## src/rtl/dinterp_sched.sv

```systemverilog
// Round-robin command scheduler feeding DINTERP: grants one requester at a time,
// pulses DATA_READY for one cycle, then holds DATA for HOLD cycles before the next grant.
module dinterp_sched #(
    parameter int NUM_REQ = 4,
    parameter int DW      = 32,
    parameter int HOLD    = 4,
    localparam int GW     = $clog2(NUM_REQ)
) (
    input  logic                  clk,
    input  logic                  rst_n,
    input  logic                  enable,
    input  logic [NUM_REQ-1:0]    req_valid,
    input  logic [NUM_REQ*DW-1:0] req_data,
    output logic [NUM_REQ-1:0]    req_ready,
    output logic [DW-1:0]         DATA,
    output logic                  DATA_READY,
    output logic [GW-1:0]         grant_id,
    output logic                  busy,
    output logic                  cmd_done
);

    typedef enum logic [1:0] {IDLE, ISSUE, SETTLE} state_t;

    state_t                       r_state, w_state_nxt;
    logic   [GW-1:0]              r_ptr;
    logic   [GW-1:0]              r_gid;
    logic   [7:0]                 r_cnt;
    logic   [DW-1:0]              r_data;
    logic                         r_dr;
    logic                         r_done;

    logic   [NUM_REQ-1:0][DW-1:0] w_req;
    logic   [GW-1:0]              w_win;
    logic   [GW-1:0]              w_idx;
    logic                         w_found;
    logic                         w_accept;
    logic                         w_settle_end;

    for (genvar g = 0; g < NUM_REQ; g++) begin : g_unpack
        assign w_req[g] = req_data[g*DW +: DW];
    end

    // Search upward from the requester after the last winner, wrapping around.
    always_comb begin
        w_found = 1'b0;
        w_win   = '0;
        w_idx   = '0;
        for (int k = 1; k <= NUM_REQ; k++) begin
            w_idx = GW'((int'(r_ptr) + k) % NUM_REQ);
            if (!w_found && req_valid[w_idx]) begin
                w_found = 1'b1;
                w_win   = w_idx;
            end
        end
    end

    assign w_accept     = rst_n && (r_state == IDLE) && enable && w_found;
    assign w_settle_end = (r_state == SETTLE) && (r_cnt == 8'd0);
    assign req_ready    = w_accept ? (NUM_REQ'(1) << w_win) : '0;

    always_ff @(posedge clk or negedge rst_n) begin
        if (!rst_n) r_state <= IDLE;
        else        r_state <= w_state_nxt;
    end

    always_comb begin
        w_state_nxt = r_state;
        case (r_state)
            IDLE:    if (w_accept) w_state_nxt = ISSUE;
            ISSUE:   w_state_nxt = SETTLE;
            SETTLE:  if (r_cnt == 8'd0) w_state_nxt = IDLE;
            default: w_state_nxt = IDLE;
        endcase
    end

    always_ff @(posedge clk or negedge rst_n) begin
        if (!rst_n) begin
            r_ptr  <= GW'(NUM_REQ - 1);
            r_gid  <= '0;
            r_cnt  <= 8'd0;
            r_data <= '0;
            r_dr   <= 1'b0;
            r_done <= 1'b0;
        end else begin
            r_dr   <= w_accept;
            r_done <= w_settle_end;
            if (w_accept) begin
                r_data <= w_req[w_win];
                r_gid  <= w_win;
                r_ptr  <= w_win;
            end
            if (r_state == ISSUE)
                r_cnt <= 8'(HOLD - 1);
            else if (r_state == SETTLE && r_cnt != 8'd0)
                r_cnt <= r_cnt - 8'd1;
        end
    end

    assign DATA       = r_data;
    assign DATA_READY = r_dr;
    assign grant_id   = r_gid;
    assign busy       = (r_state != IDLE);
    assign cmd_done   = r_done;

endmodule

```

## config.mk

```make
export PLATFORM = sky130hd
export DESIGN_NAME = dinterp_sched
export DESIGN_NICKNAME = d
export VERILOG_FILES = /design/src/rtl/dinterp_sched.sv
export SDC_FILE = /design/constraint.sdc
export NUM_CORES = 1
export LEC_CHECK = 0
export ABC_AREA = 1
export CAP_MARGIN = 40
export CORE_ASPECT_RATIO = 1.1
export CORE_UTILIZATION = 45
export DETAILED_ROUTE_END_ITERATION = 10
export HOLD_SLACK_MARGIN = 0.15
export PLACE_DENSITY = 0.95
export SLEW_MARGIN = 15
export SYNTH_ARGS = -nofsm -noshare
export SYNTH_HDL_FRONTEND = slang
export SYNTH_SLANG_ARGS = --single-unit
```

## constraint.sdc

```tcl
create_clock -name clk -period 3.7 [get_ports clk]
set_input_delay 0.555 -clock clk [delete_from_list [all_inputs] [get_ports clk]]
set_output_delay 0.555 -clock clk [all_outputs]
set_load 0.02 [all_outputs]
```

### The metal 4 layer

Drawn at 4 px/um.
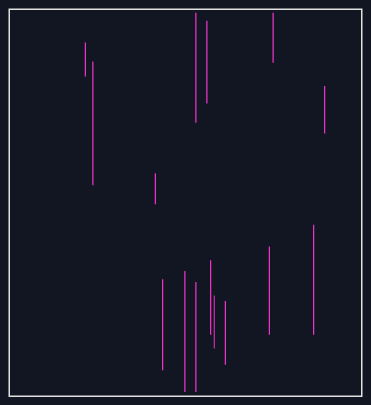
share of all routed wire: 2.6%
longest straight run: 30.6 um
nets with wire on the layer: 15
wire length on this layer: 293 um
main direction: vertical
Vias: 4286
final wirelength: 11200 um

### Routing congestion map

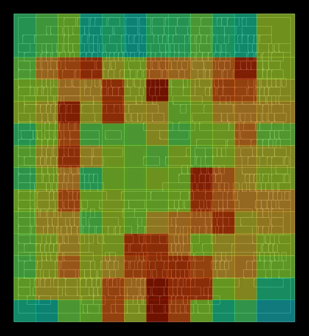
DR WL/cell: 13.1 um
M1 GR Usage: 28.3%
GRT busiest layer: met2
grt met3 use: 5.57%
Finished Core Util: 69.3%

==> reports/metrics.cfg <==
[routing]
post_drt_via_cell_ratio = 5.00
ant_nets = 0
wl_met3_um = 778

[worst_setup_path]
max_stage_delay_ns = 0.67
r2r_end = DATA[4]$_DFFE_PN0P_

[finish]
layout_top_cells = clkdlybuf4s50_1, nand3_1, inv_1
n_antenna_cell = 0
nonClockBufferCount = 182
flops = 48
largest_register_ff_count = 32

[final_timing]
setup_viol = 0

[global_route]
use_met2_pct = 50.8
grt-ovfl-total = 0

[outcome]
status = complete, no violations

[die]
die_area_mm2 = 0.00846
tap_cells = 108

[power_and_ir_drop]
maxPowerGroup = combinational cells
p_int_w = 0.00188
seqPwrFrac_pct = 24.1
power.density_mw_per_mm2 = 704

[synthesis]
async_flop_share_pct = 100
top_cells_by_area = dfrtp_1, nand3_1, nand2_1
common_cells = nand3_1, nand2_1, inv_1

[clock_tree]
clock_path_buffers = 2

[placement]
hpwl_um = 8380

